**src/rtl/alk_pkg.sv**
```systemverilog
// Shared definitions for the ALK shift-out / loop-control FUB.
// Optional feature macro used by this codebase slice: ALK_LOOP_EARLY_EXIT_EN.
package alk_pkg;

    // Loop counter width; the longest loop is 2**ALK_CNT_W steps.
    localparam int unsigned ALK_CNT_W = 5;

    // Loop sequencer states.
    typedef enum logic [0:0] {
        StIdle = 1'b0,
        StRun  = 1'b1
    } alk_loop_state_e;

    // ALUSO next-value source select.
    localparam logic [1:0] ALUSO_SEL_HOLD = 2'b00;
    localparam logic [1:0] ALUSO_SEL_CLR  = 2'b01;
    localparam logic [1:0] ALUSO_SEL_SHL  = 2'b10;
    localparam logic [1:0] ALUSO_SEL_SHR  = 2'b11;

    // Priority encode the ALUSO source: clear, then left shift, then right shift.
    // Left shift wins over right shift so the illegal ucode combination is still deterministic.
    function automatic logic [1:0] aluso_sel(input logic clr, input logic shl, input logic shr);
        logic [1:0] sel;
        if (clr) begin
            sel = ALUSO_SEL_CLR;
        end else if (shl) begin
            sel = ALUSO_SEL_SHL;
        end else if (shr) begin
            sel = ALUSO_SEL_SHR;
        end else begin
            sel = ALUSO_SEL_HOLD;
        end
        return sel;
    endfunction

endpackage

```
**src/rtl/alk_aluso_ff.sv**
```systemverilog
// ALUSO capture flip-flop: records the bit shifted out of the ALU each enabled microcycle.
module alk_aluso_ff
    import alk_pkg::*;
(
    input  logic clk_i,
    input  logic reset_i,
    input  logic step_en_i,
    input  logic clr_i,
    input  logic shl_op_i,
    input  logic shr_op_i,
    input  logic sout_shl_i,
    input  logic sout_shr_i,
    output logic aluso_o
);

    logic [1:0] sel;
    logic       aluso_d;
    logic       aluso_q;

    assign sel = aluso_sel(clr_i, shl_op_i, shr_op_i);

    // Select the next ALUSO value from the decoded source.
    always_comb begin
        aluso_d = aluso_q;
        unique case (sel)
            ALUSO_SEL_CLR:  aluso_d = 1'b0;
            ALUSO_SEL_SHL:  aluso_d = sout_shl_i;
            ALUSO_SEL_SHR:  aluso_d = sout_shr_i;
            default:        aluso_d = aluso_q;
        endcase
    end

    // Capture on enabled microcycles; stalls hold the flag.
    always_ff @(posedge clk_i) begin
        if (reset_i) begin
            aluso_q <= 1'b0;
        end else if (step_en_i) begin
            aluso_q <= aluso_d;
        end
    end

    assign aluso_o = aluso_q;

endmodule

```
**src/rtl/alk_sout_loopctl.sv**
```systemverilog
// ALK shift-out flag and MUL/DIV loop controller.
// Produces ALUSO and LOOPF for the ALU shift-in mux and sequences iteration loops.
// Optional macro ALK_LOOP_EARLY_EXIT_EN: in multiply mode, q_rest_zero_h ends the loop early.
module alk_sout_loopctl
    import alk_pkg::*;
#(
    parameter int unsigned CNT_W = ALK_CNT_W
) (
    input  logic             clk_h,
    input  logic             reset_h,
    input  logic             step_en_h,
    input  logic             alu_shl_op_h,
    input  logic             alu_shr_op_h,
    input  logic             alu_sout_shl_h,
    input  logic             alu_sout_shr_h,
    input  logic             aluso_clr_h,
    input  logic             loop_start_h,
    input  logic [CNT_W-1:0] loop_count_h,
    input  logic             alpctl_mul_l,
    input  logic             q_sout_shr_h,
    input  logic             q_rest_zero_h,
    output logic             aluso_h,
    output logic             loopf_h,
    output logic             loop_busy_h,
    output logic             loop_last_h,
    output logic             loop_done_h,
    output logic [CNT_W-1:0] loop_cnt_h
);

    alk_loop_state_e  state_q;
    logic [CNT_W-1:0] cnt_q;
    logic             loopf_q;
    logic             done_q;

    logic             mul_mode;
    logic             cnt_is_one;
    logic             early_exit;
    logic             last_step;

    alk_aluso_ff u_aluso_ff (
        .clk_i      (clk_h),
        .reset_i    (reset_h),
        .step_en_i  (step_en_h),
        .clr_i      (aluso_clr_h),
        .shl_op_i   (alu_shl_op_h),
        .shr_op_i   (alu_shr_op_h),
        .sout_shl_i (alu_sout_shl_h),
        .sout_shr_i (alu_sout_shr_h),
        .aluso_o    (aluso_h)
    );

    assign mul_mode   = ~alpctl_mul_l;
    assign cnt_is_one = (cnt_q == CNT_W'(1));

`ifdef ALK_LOOP_EARLY_EXIT_EN
    // No remaining multiplier bits: further add/shift steps cannot change the product.
    assign early_exit = mul_mode & q_rest_zero_h;
`else
    logic unused_q_rest_zero;
    assign unused_q_rest_zero = q_rest_zero_h;
    assign early_exit = 1'b0;
`endif

    // Final step of the loop, visible combinationally to microcode for branching.
    assign last_step = (state_q == StRun) & (cnt_is_one | early_exit);

    // Loop sequencer: count, multiplier-bit flag and done pulse, all gated by step_en_h.
    always_ff @(posedge clk_h) begin
        if (reset_h) begin
            state_q <= StIdle;
            cnt_q   <= '0;
            loopf_q <= 1'b0;
            done_q  <= 1'b0;
        end else if (step_en_h) begin
            done_q <= 1'b0;
            if (loop_start_h) begin
                // Start (or restart) wins over the last-step transition; no done pulse.
                state_q <= StRun;
                cnt_q   <= loop_count_h;
                loopf_q <= mul_mode & q_sout_shr_h;
            end else if (state_q == StRun) begin
                if (last_step) begin
                    state_q <= StIdle;
                    cnt_q   <= '0;
                    loopf_q <= 1'b0;
                    done_q  <= 1'b1;
                end else begin
                    // A loaded zero wraps here, giving 2**CNT_W steps in total.
                    cnt_q   <= cnt_q - CNT_W'(1);
                    loopf_q <= mul_mode & q_sout_shr_h;
                end
            end
        end else begin
            // Stalled: everything holds except the done pulse, which is suppressed.
            done_q <= 1'b0;
        end
    end

    assign loopf_h     = loopf_q;
    assign loop_busy_h = (state_q == StRun);
    assign loop_last_h = last_step;
    assign loop_done_h = done_q;
    assign loop_cnt_h  = cnt_q;

endmodule
```
**config.mk**
```make
export PLATFORM = sky130hd
export DESIGN_NAME = alk_sout_loopctl
export DESIGN_NICKNAME = d
export VERILOG_FILES = /design/src/rtl/alk_pkg.sv /design/src/rtl/alk_aluso_ff.sv /design/src/rtl/alk_sout_loopctl.sv
export SDC_FILE = /design/constraint.sdc
export NUM_CORES = 1
export LEC_CHECK = 0
export CAP_MARGIN = 40
export CORE_MARGIN = 10
export CORE_UTILIZATION = 34
export CTS_CLUSTER_DIAMETER = 100
export CTS_CLUSTER_SIZE = 40
export DETAILED_ROUTE_END_ITERATION = 6
export GPL_TIMING_DRIVEN = 0
export PLACE_DENSITY = 0.73
export SETUP_SLACK_MARGIN = 0.2
export SYNTH_ARGS = -nofsm -noshare
export SYNTH_HDL_FRONTEND = slang
export SYNTH_SLANG_ARGS = --single-unit
```
**constraint.sdc**
```tcl
create_clock -name clk_h -period 1.3 [get_ports clk_h]
set_input_delay 0.325 -clock clk_h [delete_from_list [all_inputs] [get_ports clk_h]]
set_output_delay 0.325 -clock clk_h [all_outputs]
set_load 0.02 [all_outputs]
```
**Run 1: gate-type map**

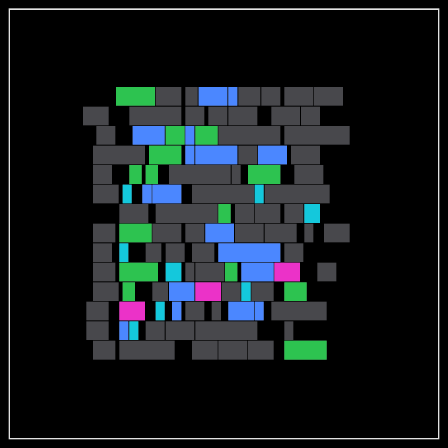
- AND-OR and OR-AND gates: magenta (cells 3)
- NOR gates: blue (cells 17)
- inverting AOI/OAI gates: green (cells 14)
- inverters: cyan (cells 8)
final cell count without fillers: 123
most common logic cell in the routed design: buf_4
combinational share of cell area: 0.393

**Run 1: power grid**

Pins as bars on the die edge.
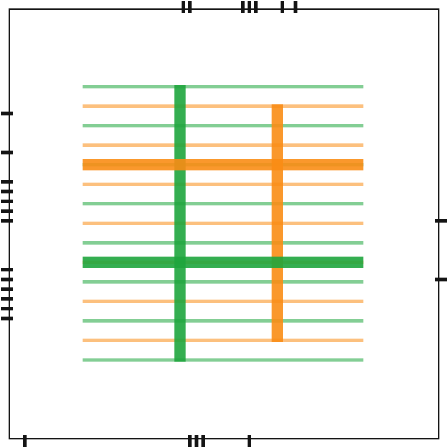
- VSS: green
- VDD: orange
- met4 straps: 2
- signal pins: 27
- met5 straps: 2
- met1 rails: 15
- rows: 14
die height: 59.6 um
Core Region: 1490 sq um
Max IR drop VDD: 639 uV
die x size: 59.6 um

==> run_results.csv, run 1 <==
group,metric,value,unit
finish,n_antenna_cell,0,
synthesis,syn_inst,63,
routing,num_vias,644,
synthesis,netlist_top_cells_count,"dfxtp_1, nor2_1, inv_1",
routing,firstDrtPassIters,4,
finish,drive_gt1_frac,0.589,
finish,final_nets,127,
setup_path,path_class,"register to output port",
grt,grt_max_degree,11,
clocking,clockBufferDepth,2,
outcome,outcome,"finished, violations left",
flow_run,maxCapViolations,0,
pwr,leakage,0.000458,uW
finish,fin_util,0.731,
synthesis,async_flop_share,0,
synthesis,ys_cells,63,
setup_path,cp_max_fo,2,
sta,final-setup-viol-count,9,
setup_path,cp_data_required_time,980,ps
finish,syn_to_final_growth,104,%
sta,worst_pin_slew,389,ps
pwr,power.density,837,nW/um^2
grt,grt_pass1_wl,3.12,mm
finish,fin_area,1090,sq um
routing,drtIter0Drc,4,
placed_design,gp_congestion,0.683,
sta,rsz0062_at_grt,"true",
clocking,insertion_delay,280,ps
synthesis,synthDistinctLibCells,25,
clocking,cts_sinks,9,
clocking,cts_root_buf,"clkbuf_4",
clocking,cts_resized,67,
synthesis,synthTopCellsByArea,"dfxtp_1, nor2_1, nor3_2, inv_1, ha_1",
sta,maxSlewViolCount,0,
placed_design,dp_hpwl,1.18,mm
finish,lay_top_cells,"buf_4, buf_6, clkdlybuf4s50_1, nor2_1, dlygate4sd2_1",
sta,hold_ws,291,ps
grt,antenna_found_initial,0,
sta,hold_viol,0,
placed_design,dp.cells,103,
outcome,violations,"setup timing",
sta,fin_setup_tns,-1110,ps
setup_path,cp-end-kind,"output port",
routing,drc_errors,0,
clocking,cts_tree,"built",
sta,min_period,1640,ps
pwr,power.total,911,uW
setup_path,start_kind,"register",
synthesis,syn_area,534,sq um
routing,wire_per_inst,16.9,um
synthesis,syn_nets,82,
sta,min_period_over_period,1.26,
grt,grt_pass1_vias,679,
die,fp-utilization,0.359,
routing,drt_wl_total,2.08,mm
placed_design,place_area,833,sq um
synthesis,ys_area,534,sq um
sta,fin_ws,-341,ps
sta,relSlewSlack,0.741,
die,die_area,3560,sq um
synthesis,numSynthFlops,9,
clocking,cts.hold.buffers_added,0,
flow_run,warning_count,31,
setup_path,worstPathArrival,1320,ps
synthesis,top_cell_area_share,0.337,
grt,grt_usage,0.114,
synthesis,synth_warnings,0,
placed_design,pre_cts_ws,-606,ps
synthesis,syn_avg_cell_area,8.48,sq um
sta,clock.fmax,0.609,GHz
clocking,postCtsSetupBuffers,8,
placed_design,portBuffers,24,
synthesis,synth_top_flop_cell,"dfxtp_1",
clocking,path_clk_slew,70,ps
worst_hold_path,hold_class,"input port to register",
routing,post_drt_via_cell_ratio,5.24,
routing,ant_nets,0,
clocking,cts_max_level,1,
die,fp-row-count,14,
synthesis,top_area_cell,"dfxtp_1",
die,ioPinCount,27,
synthesis,synth-edff-count,0,
**Run 1: clock nets**

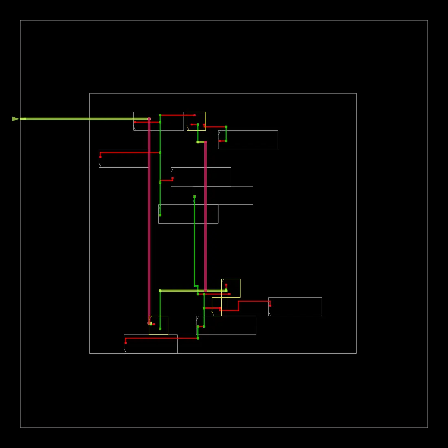
CLK BUF: 4
Max Clock Skew: 3.75 ps
flop count: 9
total CTS buffers: 3

-- run 1: worst max-delay path, stage by stage (launching register included) --
cell     delay [ps]
dfxtp_4         350
inv_4            60
ha_4            110
nor4b_4         230
nand2_2         120
inv_4            60
buf_6           110
-- run 1: cell type report --
cell class | instances | area [sq um]
repair buffers | 39 | 359
multi-input cells | 45 | 428
well taps | 16 | 20.0
plain buffers | 2 | 18.8
flip-flops and latches | 9 | 201
inverters | 8 | 35.0
clock buffers | 4 | 26.3
fillers | 117 | 400
-- run 1: state kept, by name, indices dropped and copies added (netlist names) --
name / count
loop_cnt_h: 5
loop_busy_h: 1
loop_done_h: 1
loopf_h: 1
u_aluso_ff.aluso_o: 1
-- run 1: kinds of logic after synthesis --
family	share of synthesized area
adder cells (fa/ha/maj)	0.0468
XOR/XNOR	0.0328
AND-OR/OR-AND	0.227
buffers and inverters	0.0913
AND/OR/NAND/NOR	0.265
flip-flops	0.337
-- run 1: power breakdown --
group | internal (uW) | switching, uW | leakage, uW
Sequential | 294 | 30.2 | 0.0000780
Combinational | 192 | 158 | 0.000365
Clock | 119 | 117 | 0.0000150
Total | 605 | 305 | 0.000458
-- run 1: worst paths after layout --
check | endpoint | slack, ps | startpoint | depth (start not counted)
worst min-delay path | loop_cnt_h[2] | 290 | reset_h | 2
worst max register to register | loop_cnt_h[4] | -240 | loop_cnt_h[1] | 9
worst max-delay path | loop_last_h | -340 | loop_cnt_h[1] | 6
worst min register to register | u_aluso_ff.aluso_o | 480 | u_aluso_ff.aluso_o | 2
-- run 1: per-layer routing --
metal  GRT usage  vias up  part of all wire
li1            -      315                 -
met1       0.124      307              0.39
met2       0.185       18              0.53
met3      0.0451        4             0.050
met4      0.0577        0             0.024
met5           0        -                 0
**Run 1: placement density heat map**

The bar under the picture is 20 um long. 12 x 12 tiles, from dark blue (low) to red (high), 0 to 100% covered.
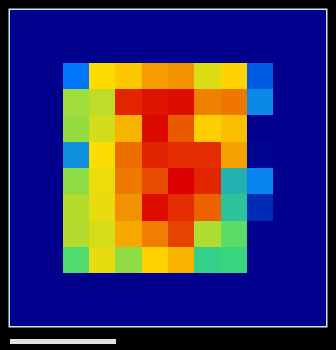

--- run 2 (diff from run 1) ---
- CTS_CLUSTER_SIZE: 40 -> 16
- TNS_END_PERCENT: not set -> 10
**Run 2: placement density heat map**

The bar under the picture is 20 um long. 12 x 12 tiles, from dark blue (low) to red (high), 0 to 100% covered.
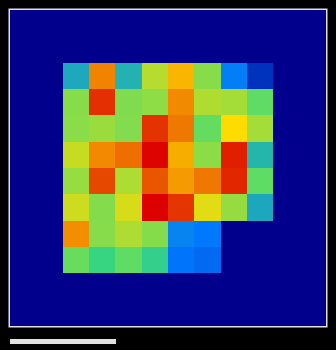
- fullest tile: 100%
- tiles over 75% full: 13%
- densest ninth of the die: middle
- nearly empty tiles: 58%
- mean over tiles: 27%
- emptiest ninth of the die: bottom right
Initial Util: 0.359
Final Core Density: 0.656

==> run_results.csv, run 2 <==
group,metric,value,unit
sta,min_period,1640,ps
sta,relSlewSlack,0.808,
synthesis,syn_area,534,sq um
clocking,cts_max_level,1,
placed_design,dp_hpwl,1.21,mm
setup_path,cp-startpoint,"loop_cnt_h[1]",
sta,clock_skew,0.229,ps
grt,gr-usage-met2,0.166,
finish,final_nets,120,
placed_design,gp_congestion,0.695,
setup_path,r2r_cells,8,
sta,rsz0062_at_grt,"true",
die,fp-row-count,14,
setup_path,worstPathArrival,1320,ps
worst_hold_path,hold_class,"input port to register",
sta,hold_ws,300,ps
grt,antenna_found_initial,0,
routing,drt_wl_total,1.73,mm
worst_hold_path,hold_end,"u_aluso_ff.aluso_o",
die,die_w,59.6,um
pwr,leakage,0.000447,uW
grt,grt_pass1_vias,633,
clocking,cts_sinks,9,
grt,use_met3,0.0536,
synthesis,synth_top_flop_cell,"dfxtp_1",
synthesis,syn_inst,63,
grt,grt_overflow,0,
grt,grt-busiest-layer,"met2",
grt,grt_usage,0.0940,
finish,regArea,199,sq um
placed_design,place_area,828,sq um
setup_path,rrSetupSlack,-240,ps
finish,syn_to_final_growth,82.9,%
routing,drc_errors,0,
clocking,cts_tree,"built",
synthesis,synth-edff-count,0,
clocking,cts_inserted_buffers,3,
finish,drive_gt1_frac,0.490,
setup_path,timing.rr.end,"loopf_h",
clocking,insertion_delay,270,ps
synthesis,synth_warnings,0,
clocking,cts_root_buf,"clkbuf_4",
synthesis,async_flop_share,0,
setup_path,path_class,"register to output port",
synthesis,netlist_top_cells_count,"dfxtp_1, nor2_1, inv_1",
setup_path,cp_data_required_time,980,ps
routing,post_drt_via_cell_ratio,5.10,
setup_path,cp-end-kind,"output port",
grt,use_met1,0.0963,
worst_hold_path,holdPathStages,2,
clocking,clockBufferDepth,2,
placed_design,portBuffers,24,
synthesis,top_cell_area_share,0.337,
flow_run,maxCapViolations,0,
die,die_area,3560,sq um
routing,ant_nets,0,
sta,worst_pin_slew,284,ps
synthesis,synthDistinctLibCells,25,
sta,maxSlewViolCount,0,
finish,fin_area,977,sq um
routing,firstDrtPassIters,4,
routing,drtIter0Drc,11,
finish,n_antenna_cell,0,
die,ioPinCount,27,
sta,hold_viol,0,
finish,fillers,137,
die,die_h,59.6,um
routing,num_vias,592,
setup_path,r2r-start,"loop_cnt_h[1]",
finish,largest_register_ffs,5,
clocking,cts.hold.buffers_added,0,
sta,fin_ws,-345,ps
pwr,power.density,847,nW/um^2
sta,clock.fmax,0.608,GHz
synthesis,ys_cells,63,
sta,fin_setup_tns,-1170,ps
grt,grt_max_degree,11,
outcome,outcome,"finished, violations left",
flow_run,warning_count,31,
sta,final-setup-viol-count,9,
routing,wire_per_inst,14.9,um
synthesis,top_area_cell,"dfxtp_1",
finish,mostFrequentLayoutCell,"buf_4",
synthesis,synthTopCellsByArea,"dfxtp_1, nor2_1, nor3_2, inv_1, ha_1",
synthesis,syn_avg_cell_area,8.48,sq um
outcome,violations,"setup timing",
worst_hold_path,hold_start,"reset_h",
synthesis,syn_nets,82,
setup_path,cp_max_fo,2,
synthesis,numSynthFlops,9,
finish,logic_area,373,sq um
grt,grt_pass1_wl,2.68,mm
synthesis,ys_area,534,sq um
setup_path,start_kind,"register",
**Run 2: power grid**

Pins as bars on the die edge.
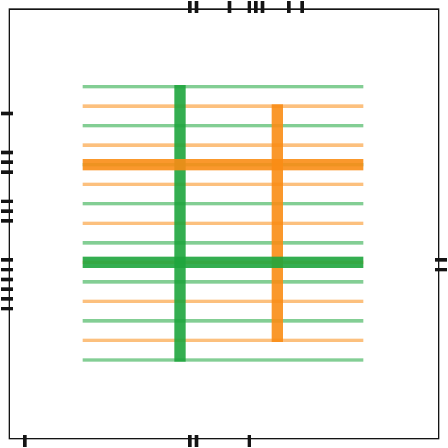
- VSS: green
- VDD: orange
- met5 straps: 2
- met1 rails: 15
Max IR drop VDD: 682 uV

-- run 2: netlist changes by cell type in the layout (fill, tap and decap cells not counted), sizes merged --
cell,previous run,this run
clkinv,0,1
clkdlybuf4s15,0,2
dlymetal6s2s,0,4
buf,27,20
dlygate4sd2,6,1
clkbuf,4,3
nor2,11,10
-- run 2: repair_timing --
action | CTS | global route
pin swaps | 6 | 8
setup buffers | 6 | 3
resized | 44 | 29
endpoints found under the setup margin | 19 | 19
-- run 2: kinds of logic (layout without fill, tap and decap cells) --
family / count (synthesis) / in the layout / synth area share
and+or+nand+nor: 23 / 23 / 0.265
AOI/OAI and AO/OA: 17 / 17 / 0.227
adders and majority gates: 2 / 2 / 0.0468
buffers and inverters: 10 / 47 / 0.0913
DFF: 9 / 9 / 0.337
xor gates and xnor gates: 2 / 2 / 0.0328
-- run 2: cell type report --
cell class	count	area share
Sequential cell	9	0.204
Tap cell	16	0.0205
Clock inverter	1	0.00512
Timing Repair Buffer	33	0.311
Multi-Input combinational cell	44	0.382
Inverter	8	0.0359
Buffer	2	0.0192
Clock buffer	3	0.0230
-- run 2: stage by stage --
stage,cells,power [uW],worst slack (ps)
2_1_floorplan,63,461,-94.7
3_3_place_gp,103,566,-628
3_5_place_dp,103,569,-629
4_1_cts,113,796,-357
5_1_grt,116,874,-411
6_report,116,827,-345
-- run 2: critical path, stage by stage, from the launching register on --
cell and delay, ps:
dfxtp_4 350, inv_4 50, ha_4 110, nor4b_4 230, nand2_2 120, inv_4 70
buf_6 110
-- run 2: routing by layer --
layer  up-vias  part of all wire
li1        300                 -
met1       272              0.39
met2        18              0.52
met3         2             0.076
met4         0            0.0092
met5         -                 0
-- run 2: where the power goes --
part / internal, uW / switching, uW / total, uW
Clock: 114 / 115 / 229
Sequential: 295 / 29.7 / 325
Combinational: 148 / 126 / 274
Power is estimated from default activity; no workload was simulated.
